## src/rtl/change_dispenser.sv

```systemverilog
// Greedy coin-change payout unit: pays an amount as 50/10/5/1 coins over a
// valid/taken handshake, tracking a saturating per-denomination inventory.
module change_dispenser #(
    parameter logic [7:0] INIT_50 = 8'd20,
    parameter logic [7:0] INIT_10 = 8'd20,
    parameter logic [7:0] INIT_5  = 8'd20,
    parameter logic [7:0] INIT_1  = 8'd20
) (
    input  logic       clk,
    input  logic       rst,
    input  logic       change_req,
    input  logic [7:0] change_amt,
    output logic       change_ack,
    output logic       busy,
    output logic       coin_valid,
    output logic [5:0] coin_val,
    input  logic       coin_taken,
    output logic       done,
    output logic [7:0] shortfall,
    input  logic       refill,
    input  logic [1:0] refill_sel,
    input  logic [7:0] refill_cnt,
    output logic [3:0] inv_empty
);
    // state  | meaning
    // IDLE   | waiting for a request; refills accepted
    // SELECT | choose the largest affordable, stocked coin
    // ISSUE  | coin presented, waiting for coin_taken
    // DONE   | one-cycle done pulse
    localparam logic [1:0] S_IDLE   = 2'd0;
    localparam logic [1:0] S_SELECT = 2'd1;
    localparam logic [1:0] S_ISSUE  = 2'd2;
    localparam logic [1:0] S_DONE   = 2'd3;

    logic [1:0] state;
    logic [7:0] remaining;
    logic [7:0] inv_1, inv_5, inv_10, inv_50;
    logic [7:0] inv_1_n, inv_5_n, inv_10_n, inv_50_n;
    logic [1:0] sel_d;
    logic       pick_ok;
    logic [1:0] pick_bin;

    function automatic logic [5:0] denom(input logic [1:0] bin);
        case (bin)
            2'd0:    denom = 6'd1;
            2'd1:    denom = 6'd5;
            2'd2:    denom = 6'd10;
            default: denom = 6'd50;
        endcase
    endfunction

    function automatic logic [7:0] sat_add(input logic [7:0] a, input logic [7:0] b);
        logic [8:0] s;
        s = {1'b0, a} + {1'b0, b};
        sat_add = s[8] ? 8'hFF : s[7:0];
    endfunction

    always_comb begin
        pick_ok  = 1'b0;
        pick_bin = 2'd0;
        if (remaining >= 8'd50 && inv_50 != 8'd0) begin
            pick_ok  = 1'b1;
            pick_bin = 2'd3;
        end else if (remaining >= 8'd10 && inv_10 != 8'd0) begin
            pick_ok  = 1'b1;
            pick_bin = 2'd2;
        end else if (remaining >= 8'd5 && inv_5 != 8'd0) begin
            pick_ok  = 1'b1;
            pick_bin = 2'd1;
        end else if (remaining >= 8'd1 && inv_1 != 8'd0) begin
            pick_ok  = 1'b1;
            pick_bin = 2'd0;
        end
    end

    // Refill and take are mutually exclusive by state, so one mux per bin suffices.
    always_comb begin
        inv_1_n  = inv_1;
        inv_5_n  = inv_5;
        inv_10_n = inv_10;
        inv_50_n = inv_50;
        if (state == S_IDLE && refill) begin
            case (refill_sel)
                2'd0:    inv_1_n  = sat_add(inv_1, refill_cnt);
                2'd1:    inv_5_n  = sat_add(inv_5, refill_cnt);
                2'd2:    inv_10_n = sat_add(inv_10, refill_cnt);
                default: inv_50_n = sat_add(inv_50, refill_cnt);
            endcase
        end else if (state == S_ISSUE && coin_taken) begin
            case (sel_d)
                2'd0:    inv_1_n  = inv_1 - 8'd1;
                2'd1:    inv_5_n  = inv_5 - 8'd1;
                2'd2:    inv_10_n = inv_10 - 8'd1;
                default: inv_50_n = inv_50 - 8'd1;
            endcase
        end
    end

    always_ff @(posedge clk or posedge rst) begin
        if (rst) begin
            state      <= S_IDLE;
            remaining  <= 8'd0;
            sel_d      <= 2'd0;
            change_ack <= 1'b0;
            busy       <= 1'b0;
            coin_valid <= 1'b0;
            coin_val   <= 6'd0;
            done       <= 1'b0;
            shortfall  <= 8'd0;
            inv_1      <= INIT_1;
            inv_5      <= INIT_5;
            inv_10     <= INIT_10;
            inv_50     <= INIT_50;
            inv_empty  <= {INIT_50 == 8'd0, INIT_10 == 8'd0, INIT_5 == 8'd0, INIT_1 == 8'd0};
        end else begin
            inv_1      <= inv_1_n;
            inv_5      <= inv_5_n;
            inv_10     <= inv_10_n;
            inv_50     <= inv_50_n;
            inv_empty  <= {inv_50_n == 8'd0, inv_10_n == 8'd0, inv_5_n == 8'd0, inv_1_n == 8'd0};
            change_ack <= 1'b0;
            done       <= 1'b0;
            case (state)
                S_IDLE: begin
                    if (change_req) begin
                        remaining  <= change_amt;
                        change_ack <= 1'b1;
                        busy       <= 1'b1;
                        state      <= S_SELECT;
                    end
                end
                S_SELECT: begin
                    if (pick_ok) begin
                        sel_d      <= pick_bin;
                        coin_val   <= denom(pick_bin);
                        coin_valid <= 1'b1;
                        state      <= S_ISSUE;
                    end else begin
                        shortfall <= remaining;
                        done      <= 1'b1;
                        state     <= S_DONE;
                    end
                end
                S_ISSUE: begin
                    if (coin_taken) begin
                        remaining  <= remaining - {2'b00, coin_val};
                        coin_valid <= 1'b0;
                        coin_val   <= 6'd0;
                        state      <= S_SELECT;
                    end
                end
                default: begin
                    busy  <= 1'b0;
                    state <= S_IDLE;
                end
            endcase
        end
    end
endmodule

```

## config.mk

```make
export PLATFORM = sky130hd
export DESIGN_NAME = change_dispenser
export DESIGN_NICKNAME = d
export VERILOG_FILES = /design/src/rtl/change_dispenser.sv
export SDC_FILE = /design/constraint.sdc
export NUM_CORES = 1
export LEC_CHECK = 0
export CAP_MARGIN = 15
export CORE_MARGIN = 4
export CORE_UTILIZATION = 59
export DETAILED_ROUTE_END_ITERATION = 6
export GPL_ROUTABILITY_DRIVEN = 0
export GPL_TIMING_DRIVEN = 0
export PLACE_DENSITY = 0.83
export SLEW_MARGIN = 20
export SYNTH_ARGS = -nofsm -noshare
export SYNTH_HDL_FRONTEND = slang
export SYNTH_SLANG_ARGS = --single-unit
```

## constraint.sdc

```tcl
create_clock -name clk -period 3.3 [get_ports clk]
set_clock_uncertainty 0.15 [all_clocks]
set_input_delay 0.33 -clock clk [delete_from_list [all_inputs] [get_ports clk]]
set_output_delay 0.33 -clock clk [all_outputs]
set_load 0.05 [all_outputs]
```

### Cell classes on the final placement, run 1

Scale: 4 px per um. Fill, decap, tap and diode cells in gray.
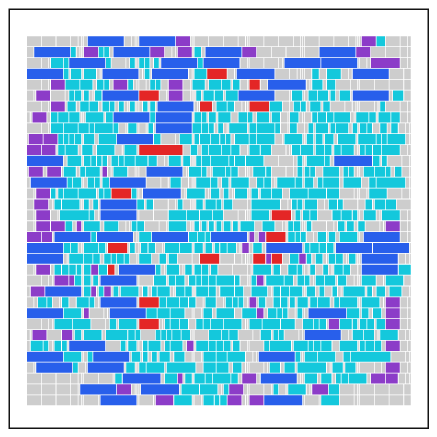
color	class	cells	share of their area
cyan	all other logic	564	61%
red	clock drivers and dummy loads	16	3.3%
purple	other buffers and delay cells	66	9.2%
blue	flip-flops	65	27%

### Logic cells by family, run 1

Scale: 4 px per um.
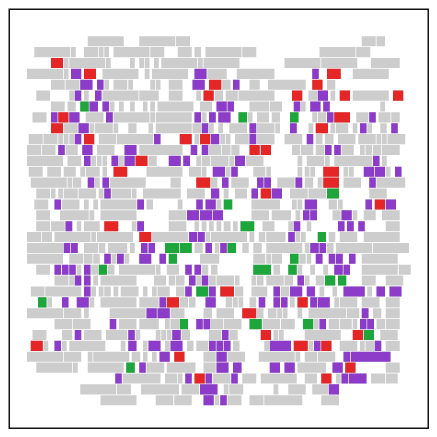
color	family	cells
green	AND and OR gates	24
purple	inverting AOI/OAI gates	178
red	AND-OR and OR-AND gates	40

==> results.txt, run 1 <==
Status on the layout run. Yosys reports that the leading cell type by area covers 26.0% of the netlist area. Number of top-level design ports landed at 45. For this run, global-route usage on met1 was measured as 35.1%. For the worst setup path, the data arrival time is 3190 ps. Final HPWL from detailed placement landed at 11300 um.

In the per-layer summary, the met1 wirelength comes to 6160 um. In the final report, the number of pins over their slew limit comes to 0. Input and output buffers added on the ports amount to 44. Maximum cell stage delay along the critical path landed at 410 ps. Per the synth log, the flip-flop and latch total comes to 65. The post-synth count of flops with an enable pin is 0. Count of inserted antenna diode cells landed at 0. Synthesized instance count landed at 649. Summed over all nets, wire length on met2 after detailed routing comes to 7310 um. Maximum VDD drop landed at 619 uV.

The end-of-flow timing check tallies setup violations at 0. The run finished with clean final reports. Setup TNS landed at 0 ps. Summing over the stages, the warning tally comes to 34. Total power for the finished layout comes to 5.41 mW. Cell area reported after detailed placement landed at 6080 um2. Post-synthesis, Yosys gives the total cell area as 5480 um2.

Multi-input logic area landed at 3610 um2. Tally of nets with antenna violations remaining after routing landed at 0. In the post-route analysis, the smallest setup slack over all paths is 199 ps. A synthesized cell averages 8.44 um2.
### M3 wires, run 1

Scale: 4 px per um.
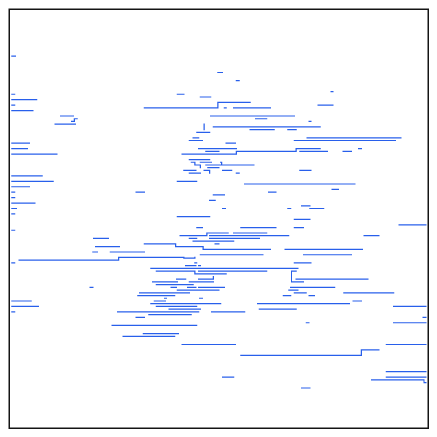
main direction	horizontal
share of all routed wire	7.5%

### Cells by drive strength, run 1

Scale: 4 px per um.
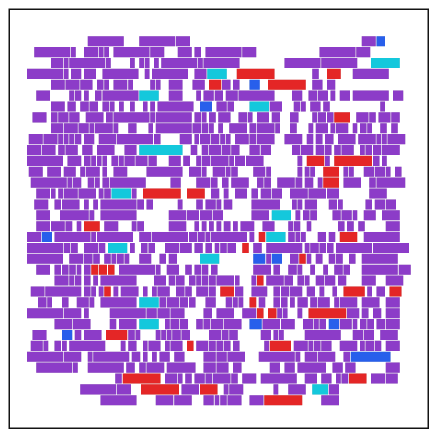
color	size	cells	share
cyan	drive 6 and up	13	1.8%
purple	drive 1 or less	652	92%
blue	drive 3 to 4	10	1.4%
red	drive 2	36	5.1%

-- run 1: cell usage after synthesis (10+ instances only) --
cell type	count
sky130_fd_sc_hd__a21oi_1	65
sky130_fd_sc_hd__dfrtp_1	57
sky130_fd_sc_hd__ha_1	51
sky130_fd_sc_hd__inv_1	37
sky130_fd_sc_hd__mux2i_1	11
sky130_fd_sc_hd__nand2_1	55
sky130_fd_sc_hd__nor2_1	66
sky130_fd_sc_hd__nor2b_1	10
sky130_fd_sc_hd__nor3_1	12
sky130_fd_sc_hd__nor4_1	14
sky130_fd_sc_hd__o21a_1	11
sky130_fd_sc_hd__o21ai_0	51
sky130_fd_sc_hd__xnor2_1	12
sky130_fd_sc_hd__xor2_1	11
-- run 1: power breakdown --
group	switching (mW)	internal (mW)
combinational	1.87	1.29
sequential	0.433	1.10
clock	0.335	0.370
-- run 1: area by class of cell --
class	instances	area share [%]
Multi-Input combinational cell	527	57.3
Sequential cell	65	26.0
Timing Repair Buffer	46	7.44
Inverter	37	2.24
Clock buffer	10	2.18
Tap cell	108	2.14
Buffer	20	1.61
Clock inverter	6	1.07
-- run 1: worst paths after layout --
kind	startpoint	endpoint	cells after the start
setup reg to reg	state[1]$_DFFE_PP0P_	inv_empty[3]$_DFF_PP0_	12
setup / recovery	state[1]$_DFFE_PP0P_	inv_empty[3]$_DFF_PP0_	12
hold / removal	rst	inv_empty[2]$_DFF_PP0_	2
max in group asynchronous	rst	inv_50[2]$_DFF_PP1_	3
hold reg to reg	shortfall[4]$_DFFE_PP0P_	shortfall[4]$_DFFE_PP0P_	2
min in group clk	shortfall[4]$_DFFE_PP0P_	shortfall[4]$_DFFE_PP0P_	2
==> run 2, diff against run 1 <==
--- a/config.mk
+++ b/config.mk
@@ -13,3 +13,4 @@
 export GPL_TIMING_DRIVEN = 0
-export PLACE_DENSITY = 0.83
+export MAX_ROUTING_LAYER = met4
+export PLACE_DENSITY = 0.81
 export SLEW_MARGIN = 20
==> constraint.sdc (replaced) <==
create_clock -name clk -period 3.3 [get_ports clk]
set_clock_uncertainty 0.15 [all_clocks]
set_input_delay 0.66 -clock clk [delete_from_list [all_inputs] [get_ports clk]]
set_output_delay 0.66 -clock clk [all_outputs]
set_load 0.05 [all_outputs]
### Congestion heat map, run 2

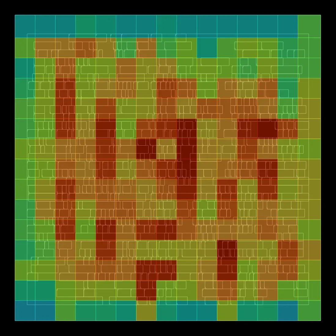
gr usage total: 29.7%
M2 GR Usage: 46.7%
per-cell routed wire length: 18.6 um

==> results.txt, run 2 <==
Status on the layout run. The flow ran to the end, and the final reports show no timing, DRC or antenna violations. Number of top-level design ports landed at 45 (unchanged). Count of inserted antenna diode cells landed at 0 (unchanged). Total number of tap cells landed at 108 (unchanged). Data arrival time of the critical path landed at 3330 ps (+140 ps). The maximum VDD drop came to 564 uV (-8.9%). Number of register bits inferred by synthesis landed at 65 (unchanged). The met1 demand-to-capacity share in global routing came to 37.2% (+2.1 points).

Cell area reported after detailed placement landed at 6080 um2 (unchanged). Met2 wire length landed at 7170 um (-1.9%). The total of plain and repair buffers excluding clock buffers was 66 (unchanged). Count of input and output buffers landed at 44 (unchanged). Yosys reports that the most numerous cell types are sky130_fd_sc_hd__nor2_1, sky130_fd_sc_hd__a21oi_1, sky130_fd_sc_hd__dfrtp_1. Multi-input logic area landed at 3630 um2 (+0.38%).

Final HPWL from detailed placement landed at 11500 um (+1.8%). Register fraction of the total cell area landed at 25.7% (-0.25 points). Per the area breakdown, the dominant cell category is logic gates.

Count of flip-flops with a built-in enable after synthesis landed at 0 (unchanged). Power after layout landed at 5.58 mW (+3.2%). Looking at the gate-level netlist, the highest instance count belongs to sky130_fd_sc_hd__nor2_1. Multi-input gate count landed at 527 (unchanged).

Number of logged tool warnings landed at 35 (+2.9%). The least setup slack across all paths after layout came to 86.5 ps (-113 ps). Post-synthesis average cell area landed at 8.44 um2 (unchanged).
[run 2: cells by family after synthesis]
group,Yosys count
AOI/OAI and AO/OA,218
xor gates and xnor gates,23
buffers and inverters,57
muxes,12
and+or+nand+nor,218
DFF,65
adders and majority gates,56
[run 2: worst max-delay path, stage by stage]
cell and delay, ps:
sky130_fd_sc_hd__dlygate4sd2_1 330, sky130_fd_sc_hd__ha_1 270, sky130_fd_sc_hd__fa_2 380, sky130_fd_sc_hd__a211oi_2 260
sky130_fd_sc_hd__o21ai_0 150, sky130_fd_sc_hd__a31oi_1 240, sky130_fd_sc_hd__nor2b_1 170, sky130_fd_sc_hd__buf_2 190
sky130_fd_sc_hd__a221oi_1 120, sky130_fd_sc_hd__nor4_1 290, sky130_fd_sc_hd__nor4b_2 260
[run 2: final timing paths]
path                                          startpoint                  endpoint  slack (ps)  cells after the start
worst max-delay path                       refill_cnt[0]    inv_empty[1]$_DFF_PP0_          90                     11
worst min-delay path            shortfall[7]$_DFFE_PP0P_  shortfall[7]$_DFFE_PP0P_         330                      2
worst max register to register      state[0]$_DFFE_PP0P_    inv_empty[3]$_DFF_PP0_         240                     11
worst min register to register  shortfall[7]$_DFFE_PP0P_  shortfall[7]$_DFFE_PP0P_         330                      2
max in group asynchronous                            rst        inv_5[2]$_DFF_PP1_        1910                      3
min in group asynchronous                            rst    inv_empty[2]$_DFF_PP0_         480                      2
[run 2: per-stage QoR]
step	hold slack (ps)	setup TNS, ps
6_report	333	0
3_5_place_dp	316	-4740
2_1_floorplan	349	0
5_1_grt	368	-5.03
3_3_place_gp	308	-20610
4_1_cts	336	0
[run 2: power breakdown]
part	total (mW)	switching (mW)	internal, mW
clock network	0.862	0.352	0.509
registers	1.54	0.437	1.10
logic	3.18	1.88	1.30
total	5.58	2.67	2.91
Power and IR drop assume default switching activity.
